### Routing congestion, run 1

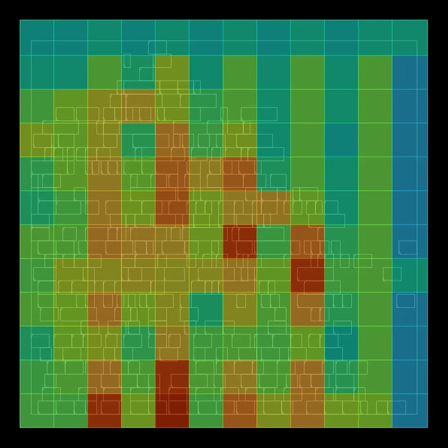
### Gate families picked out, run 1

Scale: 3 px per µm.
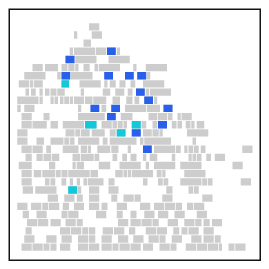
### Sequential cells coloured by netlist name, run 1

Scale: 6 px per µm. Other sequential cells in the stronger grey, the rest of the logic in the fainter grey.
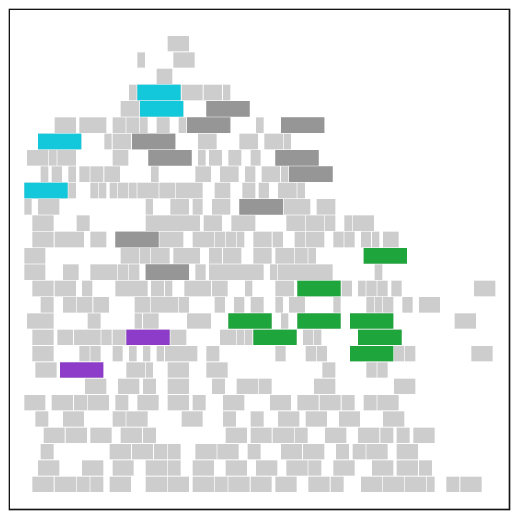
### Signal wires on met1, run 1

Scale: 3 px per µm.
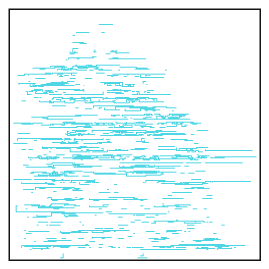
## src/rtl/filt_buf_ctrl_pkg.sv

```systemverilog
// rtl/filt_buf_ctrl_pkg.sv - shared constants and state encoding for the 4x4 filter buffer sequencer
package filt_buf_ctrl_pkg;

   localparam int DEPTH  = 16;
   localparam int WBYTES = 4;
   localparam int NWORDS = 4;
   localparam int ADDR_W = 4;
   localparam int PASS_W = 8;
   localparam int DATA_W = 32;

   localparam logic [1:0] ST_IDLE   = 2'd0;
   localparam logic [1:0] ST_LOAD   = 2'd1;
   localparam logic [1:0] ST_STREAM = 2'd2;
   localparam logic [1:0] ST_DONE   = 2'd3;

   typedef logic [ADDR_W-1:0] addr_t;
   typedef logic [DATA_W-1:0] word_t;

endpackage

```

## src/rtl/filt_buf_ctrl_if.sv

```systemverilog
// rtl/filt_buf_ctrl_if.sv - load stream, buffer port and byte stream signals of the filter sequencer
interface filt_buf_ctrl_if;
   import filt_buf_ctrl_pkg::*;

   logic  in_valid;
   logic  in_ready;
   word_t in_data;
   logic  buf_wr_en;
   addr_t buf_wr_addr;
   word_t buf_wr_data;
   addr_t buf_rd_addr;
   logic  out_valid;
   logic  out_ready;
   logic  out_last;

   modport master (
      input  in_valid, in_data, out_ready,
      output in_ready, buf_wr_en, buf_wr_addr, buf_wr_data, buf_rd_addr, out_valid, out_last
   );

   modport slave (
      output in_valid, in_data, out_ready,
      input  in_ready, buf_wr_en, buf_wr_addr, buf_wr_data, buf_rd_addr, out_valid, out_last
   );

endinterface

```

## src/rtl/filt_buf_ctrl.sv

```systemverilog
// rtl/filt_buf_ctrl.sv - loads one 4x4 filter as four words, then replays its bytes num_pass times
module filt_buf_ctrl
   import filt_buf_ctrl_pkg::*;
(
   input  logic              clk,
   input  logic              rst,
   input  logic              start_i,
   input  logic [PASS_W-1:0] num_pass_i,
   filt_buf_ctrl_if.master   bus,
   output logic              busy_o,
   output logic              done_o
);

   localparam addr_t LAST_WR   = addr_t'((NWORDS - 1) * WBYTES);
   localparam addr_t LAST_BYTE = addr_t'(DEPTH - 1);
   localparam addr_t WSTEP     = addr_t'(WBYTES);

   logic [1:0]        state_q, state_d;
   addr_t             wr_ptr_q, wr_ptr_d;
   addr_t             rd_ptr_q, rd_ptr_d;
   logic [PASS_W-1:0] pass_cnt_q, pass_cnt_d;
   logic [PASS_W-1:0] num_pass_q, num_pass_d;
   logic              in_load, in_stream, wr_fire, rd_fire, last_byte;

   assign in_load   = (state_q == ST_LOAD);
   assign in_stream = (state_q == ST_STREAM);
   assign last_byte = (rd_ptr_q == LAST_BYTE);
   assign wr_fire   = bus.in_valid & in_load;
   assign rd_fire   = bus.out_ready & in_stream;

   assign bus.in_ready    = in_load;
   assign bus.buf_wr_en   = wr_fire;
   assign bus.buf_wr_addr = wr_ptr_q;
   assign bus.buf_wr_data = in_load ? bus.in_data : '0;
   assign bus.buf_rd_addr = rd_ptr_q;
   assign bus.out_valid   = in_stream;
   assign bus.out_last    = in_stream & last_byte;
   assign busy_o          = (state_q != ST_IDLE);
   assign done_o          = (state_q == ST_DONE);

   always_comb begin
      state_d    = state_q;
      wr_ptr_d   = wr_ptr_q;
      rd_ptr_d   = rd_ptr_q;
      pass_cnt_d = pass_cnt_q;
      num_pass_d = num_pass_q;
      case (state_q)
         ST_IDLE: begin
            if (start_i) begin
               num_pass_d = num_pass_i;
               wr_ptr_d   = '0;
               rd_ptr_d   = '0;
               pass_cnt_d = '0;
               state_d    = ST_LOAD;
            end
         end
         ST_LOAD: begin
            if (wr_fire) begin
               wr_ptr_d = wr_ptr_q + WSTEP;
               if (wr_ptr_q == LAST_WR) begin
                  state_d = (num_pass_q == '0) ? ST_DONE : ST_STREAM;
               end
            end
         end
         ST_STREAM: begin
            // rd_ptr wraps to 0 naturally after the last byte, so passes run gap-free
            if (rd_fire) begin
               rd_ptr_d = rd_ptr_q + 4'd1;
               if (last_byte) begin
                  pass_cnt_d = pass_cnt_q + PASS_W'(1);
                  if (pass_cnt_q == num_pass_q - PASS_W'(1)) begin
                     state_d = ST_DONE;
                  end
               end
            end
         end
         default: state_d = ST_IDLE;
      endcase
   end

   always_ff @(posedge clk) begin
      if (rst) begin
         state_q    <= ST_IDLE;
         wr_ptr_q   <= '0;
         rd_ptr_q   <= '0;
         pass_cnt_q <= '0;
         num_pass_q <= '0;
      end else begin
         state_q    <= state_d;
         wr_ptr_q   <= wr_ptr_d;
         rd_ptr_q   <= rd_ptr_d;
         pass_cnt_q <= pass_cnt_d;
         num_pass_q <= num_pass_d;
      end
   end

endmodule

```

## src/flat_wrapper.sv

```systemverilog
// flat-port wrapper written by rule: the top's interface ports become plain ports
module filt_buf_ctrl_flat import filt_buf_ctrl_pkg::*;
  (clk, rst, start_i, num_pass_i, busy_o, done_o, bus_in_valid, bus_in_data, bus_out_ready, bus_in_ready, bus_buf_wr_en, bus_buf_wr_addr, bus_buf_wr_data, bus_buf_rd_addr, bus_out_valid, bus_out_last);
  filt_buf_ctrl_if bus_i ();
  input  logic clk;
  input  logic rst;
  input  logic start_i;
  input  logic [PASS_W-1:0] num_pass_i;
  output logic busy_o;
  output logic done_o;
  input wire logic [$bits(bus_i.in_valid)-1:0] bus_in_valid;
  input wire logic [$bits(bus_i.in_data)-1:0] bus_in_data;
  input wire logic [$bits(bus_i.out_ready)-1:0] bus_out_ready;
  output wire logic [$bits(bus_i.in_ready)-1:0] bus_in_ready;
  output wire logic [$bits(bus_i.buf_wr_en)-1:0] bus_buf_wr_en;
  output wire logic [$bits(bus_i.buf_wr_addr)-1:0] bus_buf_wr_addr;
  output wire logic [$bits(bus_i.buf_wr_data)-1:0] bus_buf_wr_data;
  output wire logic [$bits(bus_i.buf_rd_addr)-1:0] bus_buf_rd_addr;
  output wire logic [$bits(bus_i.out_valid)-1:0] bus_out_valid;
  output wire logic [$bits(bus_i.out_last)-1:0] bus_out_last;
  assign bus_i.in_valid = bus_in_valid;
  assign bus_i.in_data = bus_in_data;
  assign bus_i.out_ready = bus_out_ready;
  assign bus_in_ready = bus_i.in_ready;
  assign bus_buf_wr_en = bus_i.buf_wr_en;
  assign bus_buf_wr_addr = bus_i.buf_wr_addr;
  assign bus_buf_wr_data = bus_i.buf_wr_data;
  assign bus_buf_rd_addr = bus_i.buf_rd_addr;
  assign bus_out_valid = bus_i.out_valid;
  assign bus_out_last = bus_i.out_last;
  filt_buf_ctrl u_core (.clk(clk), .rst(rst), .start_i(start_i), .num_pass_i(num_pass_i), .bus(bus_i), .busy_o(busy_o), .done_o(done_o));
endmodule
```

## config.mk

```make
export PLATFORM = sky130hd
export DESIGN_NAME = filt_buf_ctrl_flat
export DESIGN_NICKNAME = d
export VERILOG_FILES = /design/src/rtl/filt_buf_ctrl_pkg.sv /design/src/rtl/filt_buf_ctrl_if.sv /design/src/rtl/filt_buf_ctrl.sv /design/src/flat_wrapper.sv
export SDC_FILE = /design/constraint.sdc
export NUM_CORES = 1
export LEC_CHECK = 0
export CAP_MARGIN = 20
export CELL_PAD_IN_SITES_DETAIL_PLACEMENT = 0
export CELL_PAD_IN_SITES_GLOBAL_PLACEMENT = 1
export CORE_MARGIN = 2
export CORE_UTILIZATION = 27
export CTS_BUF_LIST = sky130_fd_sc_hd__clkbuf_16
export DETAILED_ROUTE_END_ITERATION = 10
export GPL_ROUTABILITY_DRIVEN = 0
export PLACE_DENSITY = 0.89
export SYNTH_ARGS = -nofsm -noshare
export SYNTH_HDL_FRONTEND = slang
export SYNTH_SLANG_ARGS = --single-unit
```

## constraint.sdc

```tcl
create_clock -name clk -period 2.45 [get_ports clk]
set_input_delay 0.6125 -clock clk [delete_from_list [all_inputs] [get_ports clk]]
set_output_delay 0.6125 -clock clk [all_outputs]
set_load 0.005 [all_outputs]
```

==> results.toml, run 1 <==
# synthesis and place-and-route metrics
[run_status]
status = "finished clean"

[placement]
hpwlAfterDp_mm = 3.96
port_buffers = 88

[routing]
drcViolationCount = 0
wire_per_inst_um = 13.0
postRouteWirelength_mm = 5.01
antenna_left = 0
vias = 1762
viasPerCell = 4.59

[final_timing]
slew_violations = 0
rsz0062_at_grt = "true"
fin_skew_ns = 0.00286
max_freq_ghz = 0.419
finalCritPeriodShare = 0.974
finalHoldViolCount = 0
setup_viol = 0

[final_layout]
nNetsFinal = 364
layout_top_cell = "clkdlybuf4s50_1"
antenna_cells = 0
areaGrowthSynthToFinish_pct = 63.8
lay_top_cells = "clkdlybuf4s50_1 (87), and2_1 (34), dfxtp_1 (24), nand2_1 (17), nor2_1 (17)"
layout-drive-gt1-share = 0.0647

[synthesis]
ys_area_um2 = 1690
async_reset_ff_frac = 0
syn_area_um2 = 1690
edf_count = 0
synthFlopType = "dfxtp_1"
ys_seq_share = 0.284
yosys_warnings = 0
synth.distinct_cells = 45
numSynthFlops = 24
top_area_frac = 0.284
synth.avg_cell_area_um2 = 7.72
yosys_cells = 219

[die]
die_area_um2 = 6910
fp_util = 0.282
die_y_um = 83.1
die_x_um = 83.1
rows = 28
ioPinCount = 91
core_region_area_um2 = 5990

[clocking]
cts_buffers = 3
cts_setup_buffers = 0
cts_tree = "done"
cts.sinks = 24
clockBufferDepth = 2
cts_resized = 1
clkTransAtPathRegs_ns = 0.06
cts.hold.buffers_added = 0
htree_levels = 1
insertion_delay_ns = 0.25

[setup_path]
crit_path_max_fanout = 25
cpPeakStageDelay_ns = 0.52
crit_arrival_ns = 1.77
cp_num_buf_inv = 3
crit_path_cell_trace = "inv_1, ha_2, buf_6, and2_1, clkdlybuf4s50_1"
crit_family = "buffers and inverters"
cp_slowest_cell = "clkdlybuf4s50_1"
cp.depth = 5
endpoint_kind = "primary output"
rr_worst_depth = 8
reg2reg_to = "u_core.state_q[0]"
cp.required_ns = 1.84
critPathLaunch = "u_core.state_q[1]"
start_kind = "flip-flop"
crit_path_end = "bus_buf_wr_data[19]"
r2r-start = "u_core.state_q[0]"
critical_path_class = "flip-flop to primary output"

[run]
warnings = 31
max_cap_viol_count = 0

[grt]
grt_max_degree = 26
met1_usage = 0.197
grt_busiest_layer = "met2"
grt_pass1_vias = 1738
grt_pass1_wl_mm = 8.34
antenna_found_initial = 0
gr-total-overflow = 0

[pwr]
ir_drop_v = 0.000404
internal-power_mw = 1.29
clkPwrFrac = 0.178
power_mw = 1.99
seqPwrFrac = 0.246
p_sw_frac = 0.354
switchingPower_mw = 0.705
comb_power_share = 0.576
total_leakage_power_nw = 1.12

[min_path]
hold_class = "flip-flop to flip-flop"
Back to the opening pictures, 'Routing congestion':
final core occ: 0.462
met2 Use GR: 0.232
GRT met3 Usage: 0.0249

Back to the opening pictures, 'Gate families picked out':
Key: blue = xor and xnor cells [cells 15, most used xor2_1]; cyan = non-inverting ao/oa cells [cells 5]

Back to the opening pictures, 'Sequential cells coloured by netlist name':
Key: cyan = `u_core.bus.buf_rd_addr` [placed flops 4, where upper left]; green = `u_core.num_pass_q` [placed flops 8]; purple = `u_core.bus.buf_wr_addr` [placed flops 2]

Back to the opening pictures, 'Signal wires on met1':
The layer holds 48% of the routed length. The longest straight run is 24.8 µm.

-- run 1: worst min-delay path by stage --
stage | start | end | cells after the start
finish | u_core.num_pass_q[7] | u_core.num_pass_q[7] | 2
global route | u_core.num_pass_q[7] | u_core.num_pass_q[7] | 2
detailed placement | u_core.num_pass_q[7] | u_core.num_pass_q[7] | 2
global placement | u_core.num_pass_q[7] | u_core.num_pass_q[7] | 2
floorplan | u_core.num_pass_q[7] | u_core.num_pass_q[7] | 2
CTS | u_core.num_pass_q[7] | u_core.num_pass_q[7] | 2
-- run 1: flip-flops by register name, summed over array words and instances, names as in the netlist --
register / count
u_core.bus.buf_rd_addr: 4
u_core.bus.buf_wr_addr: 2
u_core.num_pass_q: 8
u_core.pass_cnt_q: 8
u_core.state_q: 2
-- run 1: cell type report --
cell class | instances | area (µm²)
sequential | 24 | 480
multi-input combinational | 173 | 1110
inverter | 8 | 30.0
tap | 75 | 93.8
timing repair buffer | 100 | 977
clock inverter | 1 | 3.75
fill | 598 | 3220
clock buffer | 3 | 75.1
-- run 1: metal layers --
layer | part of all wire | wire (µm)
met1 | 0.48 | 2430
met2 | 0.47 | 2360
met3 | 0.035 | 174
met4 | 0.0084 | 42
met5 | 0 | 0
-- run 1: worst min-delay path: stages, from the launching register on --
cell	delay, ns
dfxtp_1	0.33
nand2_1	0.06
a21oi_1	0.05
-- run 1: power by group through the flow --
stage	clock [mW]	combinational [mW]	sequential [mW]
after detailed placement	0	1.13	0.495
after global routing	0.376	1.26	0.496
after floorplan	0	0.613	0.478
after global placement	0	1.13	0.495
final	0.355	1.15	0.490
after CTS	0.360	1.14	0.488
-- run 1: Yosys cell counts (2+ instances only) --
cell       n
a21oi_1   13
and2_1    34
and3_1     2
buf_2      2
buf_4      2
buf_6      2
clkbuf_1   9
dfxtp_1   24
ha_1       9
inv_1      8
mux2i_1    2
nand2_1   17
nand3_1   14
nand4_1    4
nor2_1    17
nor2b_1    4
nor3_1     6
nor4_1     2
o21ai_0    8
o41ai_1    2
xnor2_1    2
xor2_1    13
-- run 1: through the flow --
| stage | setup slack [ns] | instances | util | area, µm² | setup TNS (ns) |
|---|---|---|---|---|---|
| 2_1_floorplan | 0.291 | 220 | - | 1690 | 0 |
| 3_3_place_gp | 0.0135 | 379 | 0.446 | 2670 | 0 |
| 3_5_place_dp | -0.0552 | 379 | 0.446 | 2670 | -0.0988 |
| 4_1_cts | 0.00712 | 383 | 0.459 | 2750 | 0 |
| 5_1_grt | -0.0389 | 384 | 0.462 | 2770 | -0.134 |
| 6_report | 0.0647 | 384 | 0.462 | 2770 | 0 |
-- run 1: cell families (layout without fill, tap and decap cells) --
| group | Yosys count | after routing | share of synthesized area |
|---|---|---|---|
| simple gates | 107 | 107 | 0.345 |
| compound gates | 38 | 38 | 0.147 |
| flops | 24 | 24 | 0.284 |
| buf+inv | 23 | 112 | 0.0659 |
| xor+xnor | 15 | 15 | 0.0777 |
| fa+ha+maj | 9 | 9 | 0.0666 |
| mux | 2 | 2 | 0.0118 |
| other cells | 1 | 2 | 0.00222 |
## Run 2: what changed since run 1
- CORE_ASPECT_RATIO: unset -> 1.25
- CORE_MARGIN: 2 -> unset
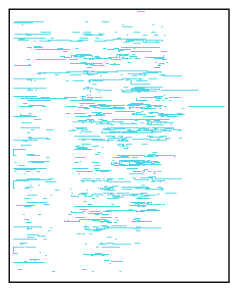
*Signal wires on met1, run 2*
Scale: 3 px per µm.
305 nets have wire on it. The layer carries 1900 µm of wire. The longest straight run is 18.9 µm. The layer holds 40% of the routed length.

==> run 2 against run 1 <==
Worst hold slack gained 0.011 ns. Total power shrank 0.54%. Clock skew grew 0.0031 ns. Sequential power barely moved. Design area is 0.23% higher. Synthesized cell count unchanged. Final cell count increased by 1.6%. Synthesized area unchanged.
==> results.toml, run 2 <==
# synthesis and place-and-route metrics
[final_timing]
finalCritPeriodShare = 0.967
setup_viol = 0
finalHoldViolCount = 0
slew_violations = 0
max_freq_ghz = 0.422
finalWorstSetupSlack_ns = 0.0798
rsz0062_at_grt = "false"
fin_skew_ns = 0.00600

[synthesis]
yosys_warnings = 0
synth.top_cells.by_count = "and2_1 (34), dfxtp_1 (24), nand2_1 (17), nor2_1 (17), nand3_1 (14)"
synth.avg_cell_area_um2 = 7.72
numSynthFlops = 24
synth_dominant_cell_count = "and2_1"
synth.distinct_cells = 45
synthFlopType = "dfxtp_1"
async_reset_ff_frac = 0
top_area_frac = 0.284
ys_seq_share = 0.284
syn_area_um2 = 1690
edf_count = 0

[final_layout]
layout-drive-gt1-share = 0.0617
fin_area_um2 = 2780
antenna_cells = 0
lay_top_cells = "clkdlybuf4s50_1 (87), and2_1 (34), dfxtp_1 (23), nand2_1 (17), nor2_1 (17)"
nNetsFinal = 364
fin_cells = 390
areaGrowthSynthToFinish_pct = 64.2
layout_top_cell = "clkdlybuf4s50_1"

[routing]
antenna_left = 0
vias = 1848
drcViolationCount = 0
postRouteWirelength_mm = 4.76
wire_per_inst_um = 12.2

[clocking]
cts.hold.buffers_added = 0
cts.sinks = 24
clkTransAtPathRegs_ns = 0.06
insertion_delay_ns = 0.26
cts_tree = "done"
cts_buffers = 3
clockBufferDepth = 2

[pwr]
comb_power_share = 0.577
seqPwrFrac = 0.248
total_leakage_power_nw = 1.12
switchingPower_mw = 0.691
clkPwrFrac = 0.176
internal-power_mw = 1.29
p_sw_frac = 0.349

[placement]
pre_cts_ws_ns = -0.0782
hpwlAfterDp_mm = 3.80
dp_cells = 387
port_buffers = 88
place_area_um2 = 2690

[grt]
grt_max_degree = 29
grt_pass1_vias = 1796
gr-total-overflow = 0
grt_pass1_wl_mm = 7.89
antenna_found_initial = 0

[setup_path]
critical_path_class = "flip-flop to primary output"
crit_path_max_fanout = 28
endpoint_kind = "primary output"
crit_arrival_ns = 1.76
start_kind = "flip-flop"

[run]
warnings = 30
max_cap_viol_count = 0

[die]
core_region_area_um2 = 5930
die_area_um2 = 6580
die_x_um = 72.8
ioPinCount = 91
die_y_um = 90.5

[run_status]
status = "finished clean"

[min_path]
hold_depth = 2
-- run 2: path summary, 6_finish.rpt --
path	from	to	slack, ns
worst max-delay path	u_core.state_q[1]	bus_buf_wr_data[23]	0.08
worst max register to register	u_core.state_q[1]	u_core.state_q[0]	0.19
worst min register to register	u_core.num_pass_q[7]	u_core.num_pass_q[7]	0.51
worst min-delay path	u_core.num_pass_q[7]	u_core.num_pass_q[7]	0.51
-- run 2: power by group through the flow --
stage	sequential, mW	clock [mW]	combinational [mW]
CTS	0.488	0.355	1.14
global placement	0.495	0	1.13
floorplan	0.478	0	0.613
global route	0.498	0.371	1.25
detailed placement	0.497	0	1.13
finish	0.490	0.348	1.14
-- run 2: metrics by stage --
| step | power [mW] | util | hold slack [ns] |
|---|---|---|---|
| final | 1.98 | 0.468 | 0.506 |
| after global routing | 2.12 | 0.468 | 0.518 |
| after CTS | 1.98 | 0.465 | 0.496 |
| after detailed placement | 1.63 | 0.453 | 0.488 |
| after global placement | 1.62 | 0.453 | 0.486 |
| after floorplan | 1.09 | - | 0.461 |
-- run 2: cells by family after synthesis --
kind of cell	after synthesis	synth area share
compound gates	38	0.147
xor+xnor	15	0.0777
fa+ha+maj	9	0.0666
buf+inv	23	0.0659
flops	24	0.284
mux	2	0.0118
other cells	1	0.00222
simple gates	107	0.345
-- run 2: area by class of cell --
class                      count  area (µm²)
tap                           82         103
inverter                       8        30.0
fill                         578        3160
multi-input combinational    173        1100
timing repair buffer         100         981
clock buffer                   3        75.1
sequential                    24         482
-- run 2: what timing repair did --
item                       CTS  global route
buffers inserted             0             0
setup endpoints to repair    0            31
resized                      0             5
-- run 2: critical path, cell delays in order, from the launching register on --
cell,delay (ns)
dfxtp_1,0.35
inv_1,0.12
ha_2,0.21
buf_8,0.16
and2_1,0.14
clkdlybuf4s50_1,0.53
-- run 2: layer usage --
| layer | GRT usage | part of all wire | up-vias |
|---|---|---|---|
| met2 | 0.265 | 0.51 | 88 |
| met3 | 0.0290 | 0.077 | 4 |
| met5 | 0 | 0 | - |
| met4 | 0.0637 | 0.014 | 0 |
| met1 | 0.171 | 0.40 | 831 |
| li1 | - | - | 925 |
Power and IR drop assume default switching activity.
